File: src/rtl/prim_claim_gateway_pkg.sv
// prim_claim_gateway_pkg
//   Shared types for the claim gateway: the per-source FSM state encoding
//   and the per-source status bundle that the source slices report upward.
package prim_claim_gateway_pkg;

  typedef enum logic [1:0] {
    IDLE    = 2'd0,
    PENDING = 2'd1,
    ACTIVE  = 2'd2
  } gw_state_e;

  typedef struct packed {
    logic pending;
    logic active;
  } gw_src_status_t;

endpackage

File: src/rtl/prim_claim_gateway_src.sv
// prim_claim_gateway_src
//   One request source: IDLE/PENDING/ACTIVE FSM, optional rising-edge
//   detect and rearm bit (built only with PRIM_CLAIM_GATEWAY_EDGE_EN).
// Ports:
//   clk_i, rst_i  clock, synchronous active-high reset
//   src_i         raw request line
//   le_i          1 = edge-triggered, 0 = level (ignored without the macro)
//   claim_i       accepted claim addressed to this source
//   complete_i    complete addressed to this source
//   status_o      {pending, active}
module prim_claim_gateway_src
  import prim_claim_gateway_pkg::*;
(
  input  logic           clk_i,
  input  logic           rst_i,
  input  logic           src_i,
  input  logic           le_i,
  input  logic           claim_i,
  input  logic           complete_i,
  output gw_src_status_t status_o
);

  gw_state_e state_q, state_d;
  logic      req;        // new request seen this cycle (mode dependent)
  logic      rearm_now;  // ACTIVE->PENDING instead of ACTIVE->IDLE on complete

`ifdef PRIM_CLAIM_GATEWAY_EDGE_EN
  logic src_q, rearm_q, rise;

  // src_q resets to 0 so a line already high at reset release is an edge
  assign rise = src_i & ~src_q;
  assign req  = le_i ? rise : src_i;
  // an edge landing in the completing cycle must not be lost either
  assign rearm_now = rearm_q | (le_i & rise);

  always_ff @(posedge clk_i) begin
    if (rst_i) begin
      src_q   <= 1'b0;
      rearm_q <= 1'b0;
    end else begin
      src_q <= src_i;
      if (state_q == ACTIVE && complete_i)         rearm_q <= 1'b0;
      else if (state_q == ACTIVE && le_i && rise)  rearm_q <= 1'b1;
    end
  end
`else
  logic unused_le;
  assign unused_le = le_i;
  assign req       = src_i;
  assign rearm_now = 1'b0;
`endif

  always_ff @(posedge clk_i) begin
    if (rst_i) state_q <= IDLE;
    else       state_q <= state_d;
  end

  // A request arriving while PENDING/ACTIVE is absorbed (level) or turned
  // into rearm (edge); a claim always beats a coincident request.
  always_comb begin
    state_d = state_q;
    case (state_q)
      IDLE:    if (req)        state_d = PENDING;
      PENDING: if (claim_i)    state_d = ACTIVE;
      ACTIVE:  if (complete_i) state_d = rearm_now ? PENDING : IDLE;
      default:                 state_d = IDLE;
    endcase
  end

  always_comb begin
    status_o.pending = (state_q == PENDING);
    status_o.active  = (state_q == ACTIVE);
  end

endmodule

File: src/rtl/prim_claim_gateway.sv
// prim_claim_gateway
//   Request gateway + claim/complete responder in front of an external
//   max-selection tree. Edge mode is built with PRIM_CLAIM_GATEWAY_EDGE_EN.
// Ports:
//   clk_i, rst_i        clock, synchronous active-high reset
//   src_i, le_i         request lines and per-source edge/level mode
//   prio_i, threshold_i per-source priority, target threshold
//   sel_valid_o         eligible mask to the tree (pending && prio > threshold)
//   sel_value_o         priorities to the tree (= prio_i)
//   max_valid_i/idx_i   tree result
//   pending_o/active_o  per-source state
//   claim_req_i -> claim_ack_o/claim_valid_o/claim_id_o one cycle later
//   complete_req_i/complete_id_i -> complete_err_o one cycle later
module prim_claim_gateway
  import prim_claim_gateway_pkg::*;
#(
  parameter  int NumSrc   = 32,
  parameter  int Width    = 8,
  localparam int SrcWidth = $clog2(NumSrc)
) (
  input  logic                           clk_i,
  input  logic                           rst_i,
  input  logic [NumSrc-1:0]              src_i,
  input  logic [NumSrc-1:0]              le_i,
  input  logic [NumSrc-1:0][Width-1:0]   prio_i,
  input  logic [Width-1:0]               threshold_i,
  output logic [NumSrc-1:0]              sel_valid_o,
  output logic [NumSrc-1:0][Width-1:0]   sel_value_o,
  input  logic                           max_valid_i,
  input  logic [SrcWidth-1:0]            max_idx_i,
  output logic [NumSrc-1:0]              pending_o,
  output logic [NumSrc-1:0]              active_o,
  input  logic                           claim_req_i,
  output logic                           claim_ack_o,
  output logic                           claim_valid_o,
  output logic [SrcWidth-1:0]            claim_id_o,
  input  logic                           complete_req_i,
  input  logic [SrcWidth-1:0]            complete_id_i,
  output logic                           complete_err_o
);

  gw_src_status_t [NumSrc-1:0] status;
  logic [NumSrc-1:0]           claim_hit, complete_hit;
  logic                        claim_go, complete_ok;

  assign claim_go = claim_req_i & max_valid_i;

  for (genvar k = 0; k < NumSrc; k++) begin : g_src
    assign claim_hit[k]    = claim_go && (max_idx_i == SrcWidth'(k));
    assign complete_hit[k] = complete_req_i && (complete_id_i == SrcWidth'(k));

    prim_claim_gateway_src u_src (
      .clk_i      (clk_i),
      .rst_i      (rst_i),
      .src_i      (src_i[k]),
      .le_i       (le_i[k]),
      .claim_i    (claim_hit[k]),
      .complete_i (complete_hit[k]),
      .status_o   (status[k])
    );

    assign pending_o[k]   = status[k].pending;
    assign active_o[k]    = status[k].active;
    // prio > threshold also excludes prio 0, since threshold is unsigned
    assign sel_valid_o[k] = status[k].pending && (prio_i[k] > threshold_i);
  end

  assign sel_value_o = prio_i;

  // An out-of-range id decodes to no bit, so it falls into the error case too
  assign complete_ok = |(complete_hit & active_o);

  always_ff @(posedge clk_i) begin
    if (rst_i) begin
      claim_ack_o    <= 1'b0;
      claim_valid_o  <= 1'b0;
      claim_id_o     <= '0;
      complete_err_o <= 1'b0;
    end else begin
      claim_ack_o    <= claim_req_i;
      claim_valid_o  <= claim_go;
      claim_id_o     <= claim_go ? max_idx_i : '0;
      complete_err_o <= complete_req_i & ~complete_ok;
    end
  end

endmodule

File: config.mk
export PLATFORM = sky130hd
export DESIGN_NAME = prim_claim_gateway
export DESIGN_NICKNAME = d
export VERILOG_FILES = /design/src/rtl/prim_claim_gateway_pkg.sv /design/src/rtl/prim_claim_gateway_src.sv /design/src/rtl/prim_claim_gateway.sv
export SDC_FILE = /design/constraint.sdc
export NUM_CORES = 1
export LEC_CHECK = 0
export CAP_MARGIN = 20
export CORE_AREA = 4 4 272 274
export CTS_CLUSTER_DIAMETER = 50
export CTS_CLUSTER_SIZE = 20
export DETAILED_ROUTE_END_ITERATION = 7
export DIE_AREA = 0 0 276 278
export PLACE_DENSITY_LB_ADDON = 0.25
export SLEW_MARGIN = 10
export SYNTH_ARGS = -nofsm -noshare
export SYNTH_HDL_FRONTEND = slang
export SYNTH_SLANG_ARGS = --single-unit
File: constraint.sdc
create_clock -name clk_i -period 4.6 [get_ports clk_i]
set_clock_uncertainty 0.15 [all_clocks]
set_input_delay 0.69 -clock clk_i [delete_from_list [all_inputs] [get_ports clk_i]]
set_output_delay 0.69 -clock clk_i [all_outputs]
set_load 0.1 [all_outputs]
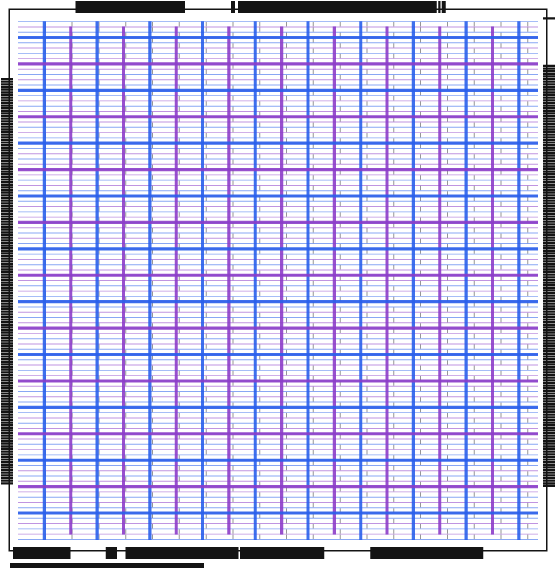
Fig. 1. Power grid.
Bar = 100 um. Pins as bars on the die edge. Tap cells in grey.
legend:
  blue:
    net: VSS
  purple:
    net: VDD
signal pins: 703
met1 rails: 99
die width: 276 um
VDD IR max: 0.1825 mV
Core ar.: 0.07136 mm2

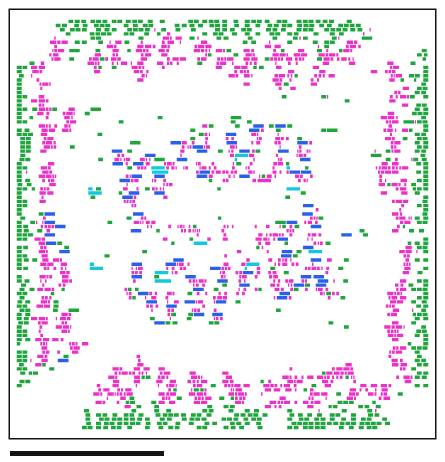
Fig. 2. Placement by cell class.
Bar = 100 um.
legend:
  cyan:
    class: clock drivers and dummy loads
    cells: 16
  magenta:
    class: combinational and other logic
    cells: 1,032
  green:
    class: other buffers and delay cells
    cells: 697
  blue:
    class: flops
    cells: 72
Util after Layout: 24.91%
Post-Layout Inst Area: 0.01778 mm2
Row Count: 98
sequential share of cell area: 8.108%

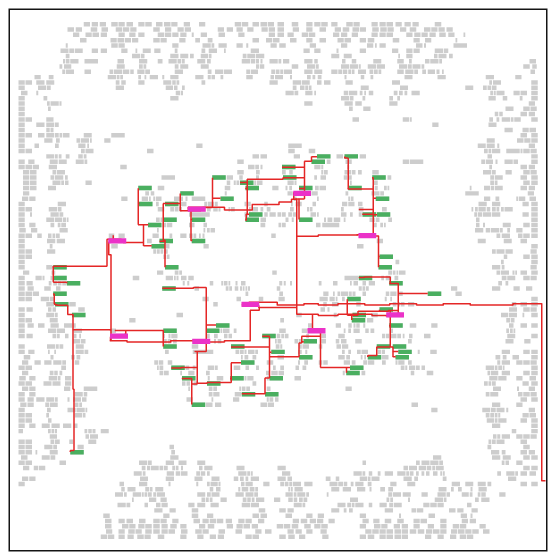
Fig. 3. Routed clock nets over the placement.
legend:
  red:
    item: clock wires
    length: 1,660 um
  magenta:
    item: clock drivers
    count: 9
  green:
    item: flip-flops
    count: 72
routed clock nets: 10
Skew-Pair Late Insertion Delay: 360 ps
Clk pwr share: 19.9%
Power Clock: 0.795 mW

==> out/results.tsv <==
stage	metric	value	unit
outcome	status	complete, no violations	
place	post-place-ws	764.5	ps
final_layout	layout.cells.non_filler	2773	
synthesis	synthArstFlopShare	0	%
clock_network	cts_made_buffers	9	
sta	finalSetupViolCount	0	
clock_network	post_cts_buffers	0	
synthesis	ys_area	0.01159	mm2
setup_path	r2r_cells	5	
final_layout	fin_nets	2411	
final_layout	drive_gt1_share	6.935	%
setup_path	cp-start-kind	input port	
worst_hold_path	holdPathEnd	g_src[30].u_src.state_q[0]	
clock_network	cts-root-buf	clkbuf_16	
sta	rsz0062_at_grt	false	
synthesis	yosysCellCount	1415	
worst_hold_path	hp-class	register to register	
power	leakagePower	7.327	nW
final_layout	areaGrowthSynthToFinish	53.38	%
clock_network	ctsHoldBuffers	0	
global_routing	grt_max_degree	66	
global_routing	grtUsageTotal	14.56	%
sta	fin_ws	804.3	ps
setup_path	critPathArrivalTime	2960	ps
synthesis	common_cells	buf_4, ha_1, nor2b_1	
synthesis	syn-cell-area	0.01159	mm2
worst_hold_path	worstHoldStart	g_src[30].u_src.state_q[1]	
final_layout	fillCellCount	7682	
job	warnings	58	
floorplanning	fp_util	16.24	%
setup_path	cp.required	3760	ps
detailed_routing	wire_per_inst	21.15	um
synthesis	xor_share	0	%
detailed_routing	wirelength	58.64	mm
synthesis	synth.area.mux_share	1.986	%
sta	tightest_slew	1190	ps
synthesis	yosys_warnings	0	
worst_hold_path	worstHoldPathCells	1	
floorplanning	chip_area	0.07673	mm2
power	switchingPower	2.097	mW
global_routing	grt_pass1_vias	12090	
synthesis	simple_gate_share	20.95	%
sta	hold_viol	0	
power	power_leader	combinational cells	
final_layout	ff_latch_area	0.001441	mm2
setup_path	reg2reg_from	g_src[2].u_src.state_q[1]	
sta	slew-limit-headroom	20.39	%
synthesis	synthMostInstantiatedCell	buf_4	
final_layout	logic_area	0.007590	mm2
sta	tns	0	ps
clock_network	clockBufferDepth	2	
synthesis	yosysSeqAreaShare	12.44	%
setup_path	worstSetupPathType	input port to primary output	
synthesis	ys_sh_adder	27.64	%
place	place_inst	2751	
setup_path	worst_setup_path_end_kind	primary output	
floorplanning	num_io_pins	703	
synthesis	yosys.area_share.aoi	14.91	%
power	power_density	224.1	mW/mm2
## state kept, by name, summed over array words and instances (netlist names)
| name | cells |
|---|---|
| claim_ack_o | 1 |
| claim_id_o | 5 |
| claim_valid_o | 1 |
| complete_err_o | 1 |
| g_src.u_src.state_q | 64 |
## routing by layer
layer / track usage, % / routed length [um]
met4: 3.742 / 1237
met2: 25.46 / 28580
met1: 17.32 / 24640
met3: 4.555 / 4040
met5: 0 / 147
## worst max-delay path, stage by stage
cell,delay (ps)
clkdlybuf4s50_1,410
inv_2,600
buf_4,310
ha_1,260
nand4_1,110
a21oi_1,50
o221a_2,250
buf_4,230
## cell type report
type,instances,share of cell area (%)
timing repair buffer,697,39.06
clock inverter,7,0.5349
inverter,74,1.563
tap,950,6.686
sequential,72,8.108
clock buffer,9,1.267
multi-input combinational,958,42.69
antenna,6,0.08446
Power figures rest on the tool's default switching activity, not on a simulated workload.
